===== config.mk =====
export PLATFORM = sky130hd
export DESIGN_NAME = mem_stage_lsu
export DESIGN_NICKNAME = d
export VERILOG_FILES = /design/src/rtl/mem_stage_lsu.sv
export SDC_FILE = /design/constraint.sdc
export NUM_CORES = 1
export LEC_CHECK = 0
export CORE_ASPECT_RATIO = 1.75
export CORE_UTILIZATION = 44
export DETAILED_ROUTE_END_ITERATION = 10
export MAX_ROUTING_LAYER = met4
export PLACE_DENSITY = 0.89
export SLEW_MARGIN = 20
export SYNTH_ARGS = -nofsm -noshare
export SYNTH_HDL_FRONTEND = slang
export SYNTH_SLANG_ARGS = --single-unit

===== constraint.sdc =====
create_clock -name clk -period 1.99 [get_ports clk]
set_clock_uncertainty 0.05 [all_clocks]
set_input_delay 0.199 -clock clk [delete_from_list [all_inputs] [get_ports clk]]
set_output_delay 0.199 -clock clk [all_outputs]
set_load 0.05 [all_outputs]

===== src/rtl/mem_stage_lsu.sv =====
// mem_stage_lsu: memory-stage load/store unit driving a req/ack data bus.
// Stalls the pipeline for the bus transaction and returns extended load data.
module mem_stage_lsu #(
    parameter int TIMEOUT = 16
) (
    input  logic        clk,
    input  logic        rst,
    input  logic        flush,
    input  logic        mem_re_m,
    input  logic        mem_we_m,
    input  logic [2:0]  mem_type_m,
    input  logic [31:0] alu_result_m,
    input  logic [31:0] rd2_m,
    output logic        stall,
    output logic [31:0] load_data,
    output logic        load_valid,
    output logic        misalign,
    output logic        bus_err,
    output logic        bus_req,
    output logic        bus_we,
    output logic [31:0] bus_addr,
    output logic [3:0]  bus_wstrb,
    output logic [31:0] bus_wdata,
    input  logic        bus_ack,
    input  logic [31:0] bus_rdata
);
    typedef enum logic [1:0] {IDLE, REQ, DONE} state_t;

    state_t      state, state_next;
    logic [7:0]  count;
    logic [2:0]  type_q;
    logic [1:0]  lo_q;
    logic        access, is_b, is_h, aligned, start, bad, timeout_hit;
    logic [3:0]  strb;
    logic [31:0] wdata, shifted, ext;

    // Low funct3 bits pick the size; anything not B or H behaves as a word.
    assign access      = (mem_re_m | mem_we_m) & ~flush;
    assign is_b        = mem_type_m[1:0] == 2'b00;
    assign is_h        = mem_type_m[1:0] == 2'b01;
    assign aligned     = is_b | (is_h & ~alu_result_m[0]) | (alu_result_m[1:0] == 2'b00);
    assign start       = (state == IDLE) & access & aligned;
    assign bad         = (state == IDLE) & access & ~aligned;
    assign timeout_hit = (state == REQ) & ~bus_ack & (count == 8'(TIMEOUT - 1));

    assign strb  = is_b ? 4'b0001 << alu_result_m[1:0] : is_h ? 4'b0011 << alu_result_m[1:0] : 4'b1111;
    assign wdata = is_b ? {4{rd2_m[7:0]}} : is_h ? {2{rd2_m[15:0]}} : rd2_m;

    assign shifted = bus_rdata >> {lo_q, 3'b000};
    assign ext = type_q[1:0] == 2'b00 ? {{24{shifted[7] & ~type_q[2]}}, shifted[7:0]} :
                 type_q[1:0] == 2'b01 ? {{16{shifted[15] & ~type_q[2]}}, shifted[15:0]} :
                 bus_rdata;

    always_comb begin
        state_next = state;
        stall      = 1'b0;
        state_next = state == IDLE ? (start ? REQ : IDLE) :
                     state == REQ  ? ((bus_ack | timeout_hit) ? DONE : REQ) : IDLE;
        stall      = start | (state == REQ);
    end

    always_ff @(posedge clk) begin
        if (rst)
            state <= IDLE;
        else
            state <= state_next;
    end

    always_ff @(posedge clk) begin
        if (rst) begin
            count      <= '0;
            type_q     <= '0;
            lo_q       <= '0;
            bus_req    <= 1'b0;
            bus_we     <= 1'b0;
            bus_addr   <= '0;
            bus_wstrb  <= '0;
            bus_wdata  <= '0;
            load_data  <= '0;
            load_valid <= 1'b0;
            misalign   <= 1'b0;
            bus_err    <= 1'b0;
        end else begin
            misalign   <= bad;
            bus_err    <= timeout_hit;
            load_valid <= (state == REQ) & ~bus_we & (bus_ack | timeout_hit);
            if (start) begin
                bus_req   <= 1'b1;
                bus_we    <= mem_we_m;
                bus_addr  <= {alu_result_m[31:2], 2'b00};
                bus_wstrb <= mem_we_m ? strb : 4'b0000;
                bus_wdata <= mem_we_m ? wdata : 32'h0;
                type_q    <= mem_type_m;
                lo_q      <= alu_result_m[1:0];
                count     <= '0;
            end
            if (state == REQ) begin
                if (bus_ack) begin
                    bus_req <= 1'b0;
                    if (!bus_we)
                        load_data <= ext;
                end else if (timeout_hit) begin
                    bus_req   <= 1'b0;
                    load_data <= '0;
                end else begin
                    count <= count + 8'd1;
                end
            end
        end
    end
endmodule


Run 1, power grid:
Drawn at 3 px/um. Pins as bars on the die edge.
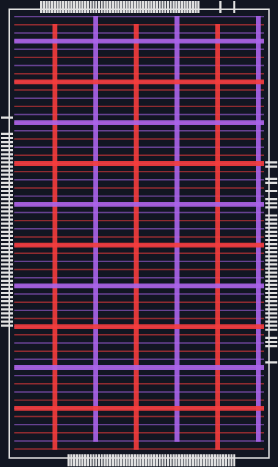
legend:
  purple:
    net: VDD
  red:
    net: VSS
rows: 53
met1 rails: 54
met4 straps: 6
VDD IR max: 675 uV
chip width: 86.0 um

Run 1, local utilization:
Drawn at 3 px/um. The die is cut into 9 by 15 equal tiles; black is low, pale yellow is high, 0 to 100% covered.
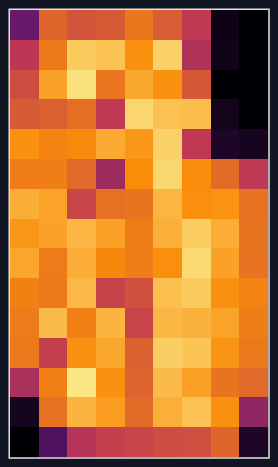
fullest tile: 95%
tiles over 75% full: 42%
nearly empty tiles: 4.4%
emptiest ninth of the die: top right
mean over tiles: 65%
Final Core Density: 0.708
Core Area: 12000 sq um

==> flow_summary.yaml, run 1 <==
# synthesis and place-and-route metrics
run_status:
  outcome: "finished, final reports clean"
finish:
  final_nets: 983
  clockBufferCount: 20
  final_layout_size_suffix_gt1_frac: 0.115
  lay_top_count: "clkdlybuf4s50_1"
setup_path:
  worst_ep_required_time_ns: 1.74
  end_kind: "output port"
synthesis:
  yosysWarnings: 0
  edf_count: 0
  ys.flops: 118
  synth_cell_types: 50
  netlist_instances: 665
placement:
  routabilityCongestion: 0.896
  hpwl_um: 12500
timing:
  fin_setup_tns_ns: 0
  hold_violations: 0
  setup_viol: 0
  tightest_slew_ns: 0.585
global_routing:
  grt_max_degree: 102
  antenna_found_initial: 0
power:
  p_total_w: 0.00702
Run 1, met2 routing:
Drawn at 3 px/um.
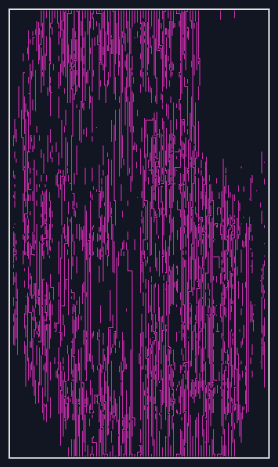
longest straight run: 63.2 um
nets with wire on the layer: 847
wire length on this layer: 9360 um
share of all routed wire: 54%

Run 1, clock wiring as the flow saved it:
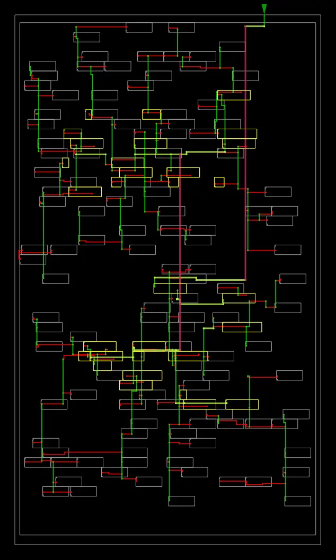
Clock Sinks: 118
Clock net power: 0.00313 W

## run 1: kinds of logic after synthesis
group	synth area share
AND-OR/OR-AND	0.224
XOR/XNOR	0.00644
adder cells (fa/ha/maj)	0.0115
buffers and inverters	0.0529
flip-flops	0.434
multiplexers	0.0669
other	0.000689
AND/OR/NAND/NOR	0.203
## run 1: what timing repair did
| action | 4_1_cts | 5_1_grt |
|---|---|---|
| gates resized | 1 | 1 |
| hold buffers | 1 | 0 |
| endpoints found under the setup margin | 1 | 1 |
| endpoints found under the hold margin | 1 | 0 |
| pin swaps | 0 | 2 |
| buffers inserted | 0 | 2 |
## run 1: path summary, 6_finish.rpt
path	startpoint	end	slack, ns	cells after the start
setup / recovery	state[0]$_SDFF_PP0_	stall	0.09	6
hold reg to reg	bus_wdata[6]$_SDFFE_PP0P_	bus_wdata[6]$_SDFFE_PP0P_	0.40	2
hold / removal	alu_result_m[24]	bus_addr[24]$_SDFFE_PP0P_	0.30	3
setup reg to reg	count[0]$_SDFF_PP0_	load_data[9]$_SDFFE_PP0P_	0.22	5
## run 1: routing by layer
layer / vias to the layer above / part of all wire / GRT usage
li1: 2790 / - / -
met1: 2768 / 0.37 / 0.281
met2: 237 / 0.54 / 0.490
met3: 57 / 0.046 / 0.0487
met4: 0 / 0.044 / 0.162
met5: - / 0 / -
## run 1: power by group through the flow
stage	Clock (W)	Combinational, W	Sequential (W)
after global placement	0	0.00132	0.00257
after detailed placement	0	0.00134	0.00258
after floorplan	0	0.000455	0.00286
final	0.00313	0.00136	0.00253
after CTS	0.00317	0.00135	0.00253
after global routing	0.00330	0.00143	0.00254
## run 1: worst max-delay path, cell delays in order, from the launching register on
cell and delay (ns):
dfxtp_1 0.35, nor3_2 0.19, buf_4 0.16, o211ai_1 0.10
buf_4 0.18, nand2_1 0.10, buf_6 0.17
Run 1, sequential cells grouped by signal name:
Drawn at 3 px/um. Other sequential cells in the stronger grey, the rest of the logic in the fainter grey.
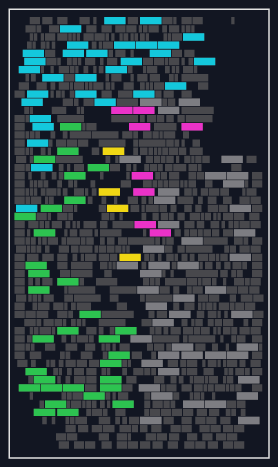

==> run 2: changes to the inputs <==
--- a/config.mk
+++ b/config.mk
@@ -6,10 +6,10 @@
 export NUM_CORES = 1
 export LEC_CHECK = 0
 export CORE_ASPECT_RATIO = 1.75
-export CORE_UTILIZATION = 44
+export CORE_UTILIZATION = 31
 export DETAILED_ROUTE_END_ITERATION = 10
 export MAX_ROUTING_LAYER = met4
-export PLACE_DENSITY = 0.89
+export PLACE_DENSITY = 0.69
 export SLEW_MARGIN = 20
 export SYNTH_ARGS = -nofsm -noshare
 export SYNTH_HDL_FRONTEND = slang
Run 2, sequential cells grouped by signal name:
Drawn at 3 px/um. Other sequential cells in the stronger grey, the rest of the logic in the fainter grey.
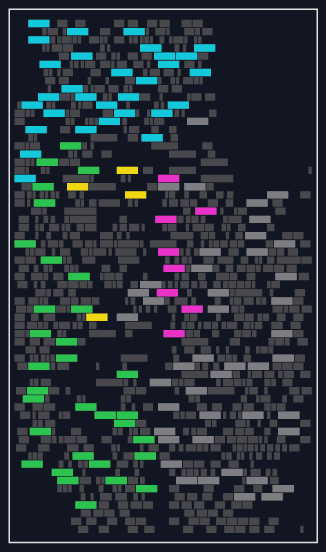
legend:
  yellow:
    netlist_name: bus_wstrb
    flops: 4
  cyan:
    netlist_name: bus_addr
    flops: 30
  magenta:
    netlist_name: count
    flops: 8
    where: middle
  green:
    netlist_name: bus_wdata
    flops: 32
not coloured: 44
P_seq: 0.00252 W
Seq/total area: 0.278
Final Core Density: 0.499
sequential cell area: 2360 sq um

==> run 2 against run 1 <==
Compared with the run above: first-iteration DRC count decreased by 45%; global-route usage decreased by 6.7 points; via count decreased by 3.0%; sequential cell count unchanged; largest cell class unchanged; highest routed layer unchanged.
==> flow_summary.yaml, run 2 <==
# synthesis and place-and-route metrics
run_status:
  outcome: "finished, final reports clean"
setup_path:
  cpMaxStageDelayCell: "clkdlybuf4s50_1"
  end_kind: "output port"
synthesis:
  synth_cell_types: 50
  xor_share: 0.00644
  synthAdderAreaFrac: 0.0115
  synthSimpleGateAreaFrac: 0.203
  synthTopLogicFamily: "AND-OR/OR-AND gates"
  ys_sh_aoi: 0.224
cts:
  post_cts_buffers: 0
  postCtsHoldBufs: 0
floorplanning:
  die_w_um: 102
  core_area_sq_um: 17000
global_routing:
  antenna_found_initial: 0
  grt_max_degree: 38
finish:
  final_nets: 986
timing:
  hold_violations: 0
  tightest_slew_ns: 0.595
placement:
  hpwl_um: 13500
power:
  ir_drop_uv: 627
  p_total_w: 0.00684
drt:
  topRoutingLayerUsed: "met4"
[run 2: logic make-up (layout without fill, tap and decap cells)]
family / after synthesis / in the layout
compound gates: 196 / 196
xor+xnor: 4 / 4
simple gates: 239 / 239
flops: 118 / 118
mux: 33 / 33
buf+inv: 69 / 292
other cells: 1 / 2
fa+ha+maj: 5 / 5
[run 2: layer usage]
metal | GRT usage | vias up
met2 | 0.371 | 165
li1 | - | 2803
met3 | 0.0399 | 23
met5 | - | -
met1 | 0.226 | 2687
met4 | 0.0798 | 0
[run 2: cell type report]
cell class                 instances  area (sq um)
clock buffer                      19           433
clock inverter                    13           134
fill                            1660          8540
inverter                           9          33.8
multi-input combinational        479          2800
sequential                       118          2360
tap                              227           284
timing repair buffer             251          2440
[run 2: power by group through the flow]
stage / combinational [W] / clock (W) / sequential, W
2_1_floorplan: 0.000455 / 0 / 0.00286
3_3_place_gp: 0.00135 / 0 / 0.00257
3_5_place_dp: 0.00135 / 0 / 0.00257
4_1_cts: 0.00136 / 0.00304 / 0.00252
5_1_grt: 0.00144 / 0.00314 / 0.00253
6_report: 0.00136 / 0.00296 / 0.00252
[run 2: worst paths after layout]
| check | from | end | slack (ns) |
|---|---|---|---|
| max | alu_result_m[0] | stall | 0.1 |
| min reg2reg | bus_wdata[25]$_SDFFE_PP0P_ | bus_wdata[25]$_SDFFE_PP0P_ | 0.40 |
| min | rst | count[7]$_SDFF_PP0_ | 0.18 |
| max reg2reg | count[4]$_SDFF_PP0_ | load_data[13]$_SDFFE_PP0P_ | 0.22 |
[run 2: worst max-delay path: cells and delay by family]
family                   cells  cell delay, ns
AND-OR/OR-AND                1            0.22
adder cells (fa/ha/maj)      1            0.23
AND/OR/NAND/NOR              1            0.09
buffers and inverters        4            0.89
Run 2, clock wiring as the flow saved it:
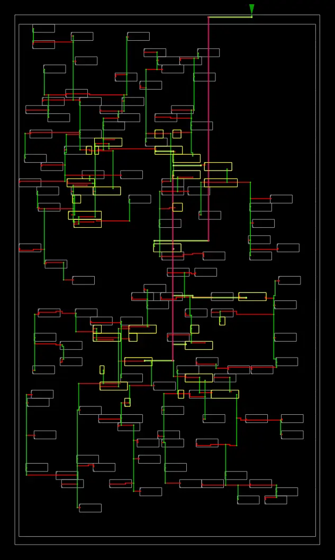

==> run 3: changes to the inputs <==
--- a/config.mk
+++ b/config.mk
@@ -5,7 +5,7 @@
 export SDC_FILE = /design/constraint.sdc
 export NUM_CORES = 1
 export LEC_CHECK = 0
-export CORE_ASPECT_RATIO = 1.75
+export ABC_AREA = 1
 export CORE_UTILIZATION = 31
 export DETAILED_ROUTE_END_ITERATION = 10
 export MAX_ROUTING_LAYER = met4
@@ -14,3 +14,4 @@
 export SYNTH_ARGS = -nofsm -noshare
 export SYNTH_HDL_FRONTEND = slang
 export SYNTH_SLANG_ARGS = --single-unit
+export TNS_END_PERCENT = 10
Run 3, clock wiring as the flow saved it:
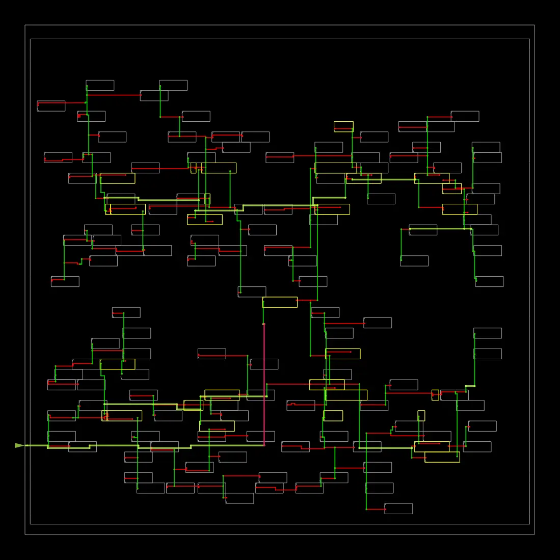
CLK BUF: 25
clk_lat worst skew: 0.40 ns

==> run 3 against run 2 <==
Compared with the run above: synthesized cell count is 17% higher; cell count rose by 10%; clock power about the same; sequential share of layout area decreased by 0.11 points; power up 2.6%; via count is 5.1% higher; sequential power about the same; register-to-register slack about the same; global-route usage up 0.15 points; cell area rose by 0.38%.
==> flow_summary.yaml, run 3 <==
# synthesis and place-and-route metrics
finish:
  final_layout_size_suffix_gt1_frac: 0.0879
  fin_util: 0.507
  final_nets: 1112
  logic_area_sq_um: 2660
  nFillCells: 1647
  regArea_sq_um: 2360
  lay_top_cells: "clkdlybuf4s50_1 (205), nand2_1 (197), dfxtp_1 (118)"
  syn_to_final_growth_pct: 57.2
  postLayoutCellArea_sq_um: 8520
global_routing:
  antenna_found_initial: 1
  grt_max_degree: 76
  grt_overflow: 0
  grt_pass1_vias: 5503
setup_path:
  cp_top_family: "buffers and inverters"
  end_kind: "output port"
  crit_buf_inv: 1
  cpMaxStageDelayCell: "clkdlybuf4s50_1"
  startpoint_type: "flop"
floorplanning:
  die_w_um: 134
  core_area_sq_um: 16800
  die_y_um: 134
  top_level_ports: 211
  core.rowCount: 47
drt:
  detail_route.first_pass.iterations: 5
run_status:
  outcome: "finished, final reports clean"
power:
  leakage_nw: 3.29
  ir_drop_uv: 583
  p_total_w: 0.00702
synthesis:
  synthArstFlopShare: 0
  synth_stat.cells: 781
  yosysWarnings: 0
  synth_cell_types: 33
timing:
  fin_crit_sh: 0.946
  slew_headroom: 0.442
  worst_slack_ns: 0.107
  tightest_slew_ns: 0.838
  hold_violations: 0
  fin_setup_tns_ns: 0
placement:
  io_buffers: 208
  hpwl_um: 13400
  post-place-ws_ns: -0.227
## run 3: layout make-up
cell class	count	share of cell area
multi-input combinational	574	0.312
timing repair buffer	253	0.295
sequential	118	0.277
clock buffer	25	0.0581
tap	220	0.0323
inverter	38	0.0170
clock inverter	4	0.00822
antenna	1	0.000294
## run 3: layer usage
layer / part of all wire / vias up / routed length [um] / GRT usage
met5: 0 / - / 0 / -
met4: 0.015 / 0 / 270 / 0.0649
met3: 0.094 / 18 / 1710 / 0.0699
met2: 0.46 / 273 / 8360 / 0.330
met1: 0.43 / 2666 / 7860 / 0.255
li1: - / 3012 / - / -
## run 3: cell families (layout without fill, tap and decap cells)
logic type,Yosys count,count (layout),synth area share
and+or+nand+nor,371,371,0.280
AOI/OAI and AO/OA,196,196,0.194
DFF,118,118,0.436
buffers and inverters,90,320,0.0776
adders and majority gates,5,5,0.0115
other,1,3,0.000692
## run 3: path summary, 6_finish.rpt
path,endpoint,depth (start not counted),startpoint,slack [ns]
worst max-delay path,bus_wstrb[3],1,bus_wstrb[3]$_SDFFE_PP0P_,0.11
worst min register to register,bus_wstrb[1]$_SDFFE_PP0P_,2,bus_wstrb[1]$_SDFFE_PP0P_,0.41
worst max register to register,count[0]$_SDFF_PP0_,7,count[0]$_SDFF_PP0_,0.22
worst min-delay path,count[7]$_SDFF_PP0_,4,rst,0.15
## run 3: power breakdown
| group | internal (W) | switching (W) |
|---|---|---|
| clock network | 0.00195 | 0.000999 |
| logic | 0.000613 | 0.000921 |
| registers | 0.00247 | 0.0000603 |
## run 3: what timing repair did
action                                  CTS  global route
setup buffers                             0             3
endpoints found under the setup margin    1             2
pin swaps                                 0             1
hold buffers                              0             0
resized                                   2             1
Power is estimated from default activity; no workload was simulated.
